## src/rtl/simd_downstream_intf_pkg.sv

```systemverilog
// Shared definitions for the stack-bus-to-SIMD deserializer (sdi):
// bus control/type encodings, FSM state encodings, and the beat-count helpers.
package simd_downstream_intf_pkg;

    // Stack bus control field encodings
    localparam logic [1:0] CNTL_SOM  = 2'b01;
    localparam logic [1:0] CNTL_MOM  = 2'b10;
    localparam logic [1:0] CNTL_EOM  = 2'b11;

    // Stack bus packet type encodings
    localparam logic [1:0] TYPE_NA   = 2'b00;
    localparam logic [1:0] TYPE_DATA = 2'b01;

    // FSM state encodings
    localparam logic [1:0] ST_WAIT   = 2'b00;
    localparam logic [1:0] ST_LOAD   = 2'b01;
    localparam logic [1:0] ST_FULL   = 2'b10;
    localparam logic [1:0] ST_ERROR  = 2'b11;

    // Beats needed to fill the whole lane array
    function automatic int sdi_num_xfers(input int lanes, input int lane_w, input int bus_w);
        return (lanes * lane_w) / bus_w;
    endfunction

    // Counter width covering beat indices 0 .. NUM_XFERS-1
    function automatic int sdi_cnt_w(input int xfers);
        return (xfers < 2) ? 1 : $clog2(xfers);
    endfunction

endpackage

```

## src/rtl/simd_downstream_intf_lane_demux.sv

```systemverilog
// Beat-to-lane demux: turns a beat index and one bus beat into per-lane write
// enables and per-lane write data. Purely combinational. Each beat covers L
// consecutive lanes; the lowest lane of the group takes the low bits of the beat.
module simd_downstream_lane_demux #(
    parameter int NUM_LANES  = 32,
    parameter int LANE_WIDTH = 32,
    parameter int L          = 2,
    parameter int IDX_W      = 4
) (
    input  logic [IDX_W-1:0]                i_beat_idx,
    input  logic [L*LANE_WIDTH-1:0]         i_data,
    output logic [NUM_LANES-1:0]            o_lane_we,
    output logic [NUM_LANES*LANE_WIDTH-1:0] o_lane_data
);

    for (genvar g = 0; g < NUM_LANES; g++) begin : g_lane
        // Lane g belongs to beat g/L and sits at slot g%L within that beat
        assign o_lane_we[g] = (i_beat_idx == IDX_W'(g / L));
        assign o_lane_data[g*LANE_WIDTH +: LANE_WIDTH] = i_data[(g % L)*LANE_WIDTH +: LANE_WIDTH];
    end

endmodule

```

## src/rtl/simd_downstream_intf.sv

```systemverilog
// simd_downstream_intf: receives one multi-beat stack-bus message (SOM, MOM..., EOM)
// and deserializes it into the SIMD lane register array, then holds the array
// and its tag until the SIMD reports consumption.
// Optional build macro SIMD_DOWNSTREAM_ERR_RECOVER_EN: ERROR becomes recoverable
// (drain to EOM or restart on SOM), error becomes a per-error pulse, and an
// 8-bit saturating error counter port is added.
module simd_downstream_intf
    import simd_downstream_intf_pkg::*;
#(
    parameter int NUM_LANES  = 32,
    parameter int LANE_WIDTH = 32,
    parameter int BUS_WIDTH  = 64,
    parameter int TAG_WIDTH  = 8
) (
    input  logic                            clk,
    input  logic                            reset_poweron,
    input  logic                            sti__sdi__valid,
    input  logic [1:0]                      sti__sdi__cntl,
    input  logic [1:0]                      sti__sdi__type,
    input  logic [BUS_WIDTH-1:0]            sti__sdi__data,
    input  logic [TAG_WIDTH-1:0]            sti__sdi__oob_data,
    output logic                            sdi__sti__ready,
    output logic [NUM_LANES-1:0]            sdi__simd__regs_valid,
    output logic [NUM_LANES*LANE_WIDTH-1:0] sdi__simd__regs,
    output logic [TAG_WIDTH-1:0]            sdi__simd__tag,
    input  logic                            simd__sdi__regs_complete,
    output logic                            sdi__simd__error
`ifdef SIMD_DOWNSTREAM_ERR_RECOVER_EN
    ,
    output logic [7:0]                      sdi__simd__err_count
`endif
);

    localparam int NUM_XFERS = sdi_num_xfers(NUM_LANES, LANE_WIDTH, BUS_WIDTH);
    localparam int L         = BUS_WIDTH / LANE_WIDTH;
    localparam int CNT_W     = sdi_cnt_w(NUM_XFERS);
    localparam logic [CNT_W-1:0] LAST_BEAT = CNT_W'(NUM_XFERS - 1);

    logic [1:0]                      r_state;
    logic [CNT_W-1:0]                r_count;
    logic                            r_ready;
    logic [NUM_LANES-1:0]            r_regs_valid;
    logic [NUM_LANES*LANE_WIDTH-1:0] r_regs;
    logic [TAG_WIDTH-1:0]            r_tag;
    logic                            r_error;

    logic [1:0]                      w_state_next;
    logic                            w_accept;
    logic                            w_start;   // SOM+DATA opening a new message
    logic                            w_write;   // accepted beat lands in the lanes
    logic                            w_last;    // accepted beat is the closing EOM
    logic                            w_err;     // protocol violation this cycle
    logic                            w_ready_next;
    logic [CNT_W-1:0]                w_beat_idx;
    logic [NUM_LANES-1:0]            w_lane_we;
    logic [NUM_LANES*LANE_WIDTH-1:0] w_lane_data;

    assign w_accept   = sti__sdi__valid & r_ready;
    assign w_beat_idx = w_start ? '0 : r_count;

    // Next-state decode and beat classification
    always_comb begin
        w_state_next = r_state;
        w_start      = 1'b0;
        w_write      = 1'b0;
        w_last       = 1'b0;
        w_err        = 1'b0;
        case (r_state)
            ST_WAIT: begin
                if (w_accept) begin
                    if (sti__sdi__cntl != CNTL_SOM)
                        w_err = 1'b1;
                    else if (sti__sdi__type == TYPE_DATA)
                        w_start = 1'b1;
                    // non-DATA SOM is silently dropped
                end
            end
            ST_LOAD: begin
                if (w_accept) begin
                    if (sti__sdi__cntl == CNTL_MOM && r_count != LAST_BEAT) begin
                        w_write = 1'b1;
                    end else if (sti__sdi__cntl == CNTL_EOM && r_count == LAST_BEAT) begin
                        w_write = 1'b1;
                        w_last  = 1'b1;
                    end else begin
                        w_err = 1'b1;
                    end
                end
            end
            ST_FULL: begin
                if (simd__sdi__regs_complete)
                    w_state_next = ST_WAIT;
            end
            default: begin
`ifdef SIMD_DOWNSTREAM_ERR_RECOVER_EN
                // Drain the broken message: SOM restarts, EOM returns to idle
                if (w_accept) begin
                    if (sti__sdi__cntl == CNTL_SOM && sti__sdi__type == TYPE_DATA)
                        w_start = 1'b1;
                    else if (sti__sdi__cntl == CNTL_EOM)
                        w_state_next = ST_WAIT;
                end
`endif
            end
        endcase
        if (w_start) begin
            w_write      = 1'b1;
            w_state_next = ST_LOAD;
        end
        if (w_last)
            w_state_next = ST_FULL;
        if (w_err)
            w_state_next = ST_ERROR;
    end

`ifdef SIMD_DOWNSTREAM_ERR_RECOVER_EN
    assign w_ready_next = (w_state_next != ST_FULL);
`else
    assign w_ready_next = (w_state_next == ST_WAIT) | (w_state_next == ST_LOAD);
`endif

    simd_downstream_lane_demux #(
        .NUM_LANES  (NUM_LANES),
        .LANE_WIDTH (LANE_WIDTH),
        .L          (L),
        .IDX_W      (CNT_W)
    ) u_demux (
        .i_beat_idx  (w_beat_idx),
        .i_data      (sti__sdi__data),
        .o_lane_we   (w_lane_we),
        .o_lane_data (w_lane_data)
    );

    // Control state: FSM, beat count, ready, lane-valid, tag, error flag
    always_ff @(posedge clk or posedge reset_poweron) begin
        if (reset_poweron) begin
            r_state      <= ST_WAIT;
            r_count      <= '0;
            r_ready      <= 1'b0;
            r_regs_valid <= '0;
            r_tag        <= '0;
            r_error      <= 1'b0;
        end else begin
            r_state      <= w_state_next;
            r_ready      <= w_ready_next;
            r_regs_valid <= {NUM_LANES{w_state_next == ST_FULL}};
            if (w_start) begin
                r_tag   <= sti__sdi__oob_data;
                r_count <= CNT_W'(1);
            end else if (w_write && !w_last) begin
                r_count <= r_count + 1'b1;
            end else if (w_err || (r_state == ST_FULL && simd__sdi__regs_complete)) begin
                r_count <= '0;
            end
`ifdef SIMD_DOWNSTREAM_ERR_RECOVER_EN
            r_error <= w_err;
`else
            r_error <= (w_state_next == ST_ERROR);
`endif
        end
    end

    // Lane registers: written beat by beat, retained after consumption
    always_ff @(posedge clk or posedge reset_poweron) begin
        if (reset_poweron) begin
            r_regs <= '0;
        end else begin
            for (int i = 0; i < NUM_LANES; i++) begin
                if (w_write && w_lane_we[i])
                    r_regs[i*LANE_WIDTH +: LANE_WIDTH] <= w_lane_data[i*LANE_WIDTH +: LANE_WIDTH];
            end
        end
    end

`ifdef SIMD_DOWNSTREAM_ERR_RECOVER_EN
    logic [7:0] r_err_count;

    // Saturating count of protocol errors
    always_ff @(posedge clk or posedge reset_poweron) begin
        if (reset_poweron)
            r_err_count <= '0;
        else if (w_err && r_err_count != 8'hFF)
            r_err_count <= r_err_count + 8'd1;
    end

    assign sdi__simd__err_count = r_err_count;
`endif

    assign sdi__sti__ready       = r_ready;
    assign sdi__simd__regs_valid = r_regs_valid;
    assign sdi__simd__regs       = r_regs;
    assign sdi__simd__tag        = r_tag;
    assign sdi__simd__error      = r_error;

endmodule

```

## config.mk

```make
export PLATFORM = sky130hd
export DESIGN_NAME = simd_downstream_intf
export DESIGN_NICKNAME = d
export VERILOG_FILES = /design/src/rtl/simd_downstream_intf_pkg.sv /design/src/rtl/simd_downstream_intf_lane_demux.sv /design/src/rtl/simd_downstream_intf.sv
export SDC_FILE = /design/constraint.sdc
export NUM_CORES = 2
export LEC_CHECK = 0
export CORE_AREA = 2 2 444 446
export CTS_CLUSTER_DIAMETER = 30
export DETAILED_ROUTE_END_ITERATION = 12
export DIE_AREA = 0 0 446 448
export HOLD_SLACK_MARGIN = 0.15
export SETUP_SLACK_MARGIN = 0.05
export SYNTH_ARGS = -nofsm -noshare
export SYNTH_HDL_FRONTEND = slang
export SYNTH_SLANG_ARGS = --single-unit
export TNS_END_PERCENT = 30
```

## constraint.sdc

```tcl
create_clock -name clk -period 46.7 [get_ports clk]
set_input_delay 4.67 -clock clk [delete_from_list [all_inputs] [get_ports clk]]
set_output_delay 4.67 -clock clk [all_outputs]
set_load 0.005 [all_outputs]
```

==> images/ff_map.png <==
Bar = 100 um.
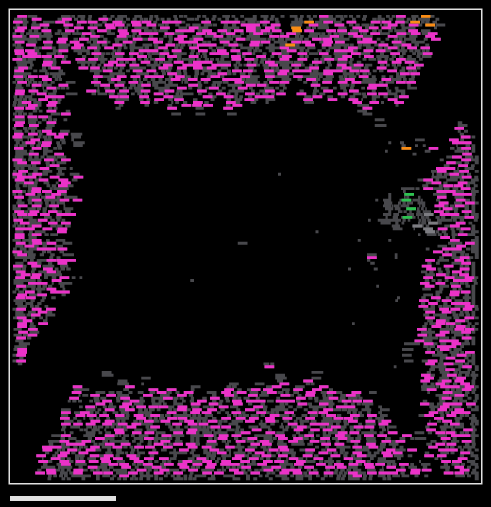
name in the netlist	colour	placed flops	where
sdi__simd__regs	magenta	1024	spread over the die
r_count	green	4	middle right
sdi__simd__tag	orange	8	upper right

==> images/util_map.png <==
22 x 22 tiles, from black (low) to pale yellow (high), 0 to 100% covered.
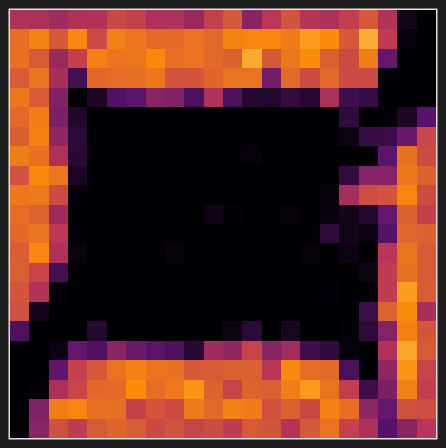
tiles over 75% full	2.1%
nearly empty tiles	40%
fullest tile	82%
mean over tiles	30%
densest ninth of the die	upper left
emptiest ninth of the die	centre

==> impl_metrics.py <==
# Generated from Yosys and OpenROAD reports
metrics = {
    "layout": {
        "area_delta_synth_final_pct": 54.45,
        "fin_cells": 6333,
        "layout-drive-gt1-share": 0.3842,
    },
    "route": {
        "via_per_inst": 4.096,
        "drt_iter0_markers": 1187,
        "dr.pass1.iters": 5,
        "wl_met2_um": 76130,
    },
    "yosys": {
        "fp_nets": 2439,
        "ys.flops": 1041,
        "synthXorXnorAreaFrac": 0,
        "ys_warn_count": 0,
        "compound_area_frac": 0.004184,
        "top_cell": "dfrtp_1",
        "top_logic_kind": "multiplexers",
        "yosys.area_share.adder": 0.0003076,
        "synthTopCellsByCount": "dfrtp_1 (1041), mux2_2 (733), mux2_4 (240)",
        "syn_area_sq_um": 40670,
        "ys_seq_share": 0.6405,
        "yosysCellCount": 2358,
    },
    "placed_design": {
        "globalplace.congestion": 0.7662,
        "io_buffers": 1145,
    },
    "sta": {
        "finalSetupViolations": 0,
        "fmax_ghz": 0.1230,
        "slew_headroom": 0.1333,
        "rsz0062_at_grt": "no",
    },
    "outcome": {
        "status": "finished, final reports clean",
    },
    "worst_hold_path": {
        "hold_depth": 1,
        "hold_path.class": "reg2reg",
    },
    "setup_path": {
        "path_cells": "clkdlybuf4s50_1 > inv_8 > buf_4 > buf_4 > buf_4 > buf_4",
        "max_stage_delay_ns": 0.85,
        "crit_family": "buffers and inverters",
    },
    "clocking": {
        "postCtsSetupRepairBufs": 0,
        "cts_resized": 0,
    },
    "grt": {
        "grt_pass1_wl_um": 209100,
        "grt_pass1_vias": 27210,
        "overflow": 0,
    },
    "pwr": {
        "power.density_cell_area_nw_per_um2": 49.52,
    },
    "run": {
        "warning_count": 34,
    },
    "die": {
        "core_area_sq_um": 194600,
    },
}
==> worst paths after layout <==
check                                            from                    end  slack [ns]
worst max-delay path                    reset_poweron   sdi__simd__regs[940]       38.57
worst min-delay path            sdi__simd__regs[1023]  sdi__simd__regs[1023]        0.48
worst max register to register             r_count[0]   sdi__simd__regs[741]       42.99
worst min register to register  sdi__simd__regs[1023]  sdi__simd__regs[1023]        0.48
max in group clk                      sti__sdi__valid   sdi__simd__regs[440]       39.25
min in group asynchronous               reset_poweron   sdi__simd__regs[581]        4.38
==> cells by family (layout without fill, tap and decap cells) <==
logic type               Yosys count  count (layout)
buffers and inverters            213            1637
AND-OR/OR-AND                     22              22
AND/OR/NAND/NOR                   49              49
flip-flops                      1041            1041
multiplexers                    1032            1032
adder cells (fa/ha/maj)            1               1
other                              0               9
==> per-layer routing <==
metal  vias to the layer above  track usage
met3                       317      0.04428
met4                         6      0.07135
met5                         -            0
li1                      10830            -
met1                     13750       0.1673
met2                      1044       0.2509
==> placed cells by master, fill, tap and decap left out, types with 3 or more instances in the layout <==
| cell type | count |
|---|---|
| clkdlybuf4s50_1 | 1144 |
| dfrtp_1 | 1041 |
| mux2_2 | 733 |
| mux2_4 | 240 |
| clkbuf_16 | 234 |
| mux2_1 | 59 |
| buf_4 | 49 |
| clkinv_2 | 47 |
| bufinv_16 | 42 |
| clkinvlp_4 | 31 |
| clkbuf_8 | 29 |
| clkbuf_1 | 24 |
| nand2_1 | 12 |
| diode_2 | 9 |
| clkinv_16 | 9 |
| clkinv_4 | 9 |
| inv_6 | 7 |
| nor4_4 | 6 |
| inv_1 | 5 |
| or4_4 | 5 |
| nor2_1 | 4 |
| o32ai_1 | 4 |
| a21oi_1 | 4 |
| nand2b_1 | 3 |
| nand4b_1 | 3 |
| o21ai_0 | 3 |
==> through the flow <==
step                area [sq um]  worst slack, ns  hold slack, ns
floorplan                  40670            12.73          0.4828
global route               62800            37.94          0.4926
global placement           54230            37.59          0.4667
CTS                        62790            38.46          0.4840
detailed placement         54230            37.58          0.4737
finish                     62810            38.57          0.4774
==> report_power, final <==
part           switching [mW]  internal (mW)
logic                   0.133          0.202
clock network           0.551           1.19
registers              0.0456          0.984
==> registers in the layout (all words and copies together), names as in the netlist <==
name,flops
r_count,4
r_state,2
sdi__simd__regs_valid,1
sdi__simd__error,1
sdi__simd__tag,8
sdi__simd__regs,1024
sdi__sti__ready,1
==> worst reg2reg max path, cell delays in order (launching register included) <==
cell     delay [ns]
dfrtp_1        0.62
ha_1           0.33
nand4_1        0.21
and2_4         0.30
nor4_4         0.25
buf_4          0.62
buf_4          0.69
mux2_2         0.53
==> area by class of cell <==
cell class | instances | area, sq um
Clock buffer | 287 | 6345
Inverter | 6 | 30.03
Sequential cell | 1041 | 26050
Timing Repair Buffer | 1195 | 11840
Fill cell | 19050 | 131800
Multi-Input combinational cell | 1104 | 13130
Antenna cell | 9 | 22.52
Tap cell | 2542 | 3181
Clock inverter | 149 | 2212
Power is estimated from default activity; no workload was simulated.
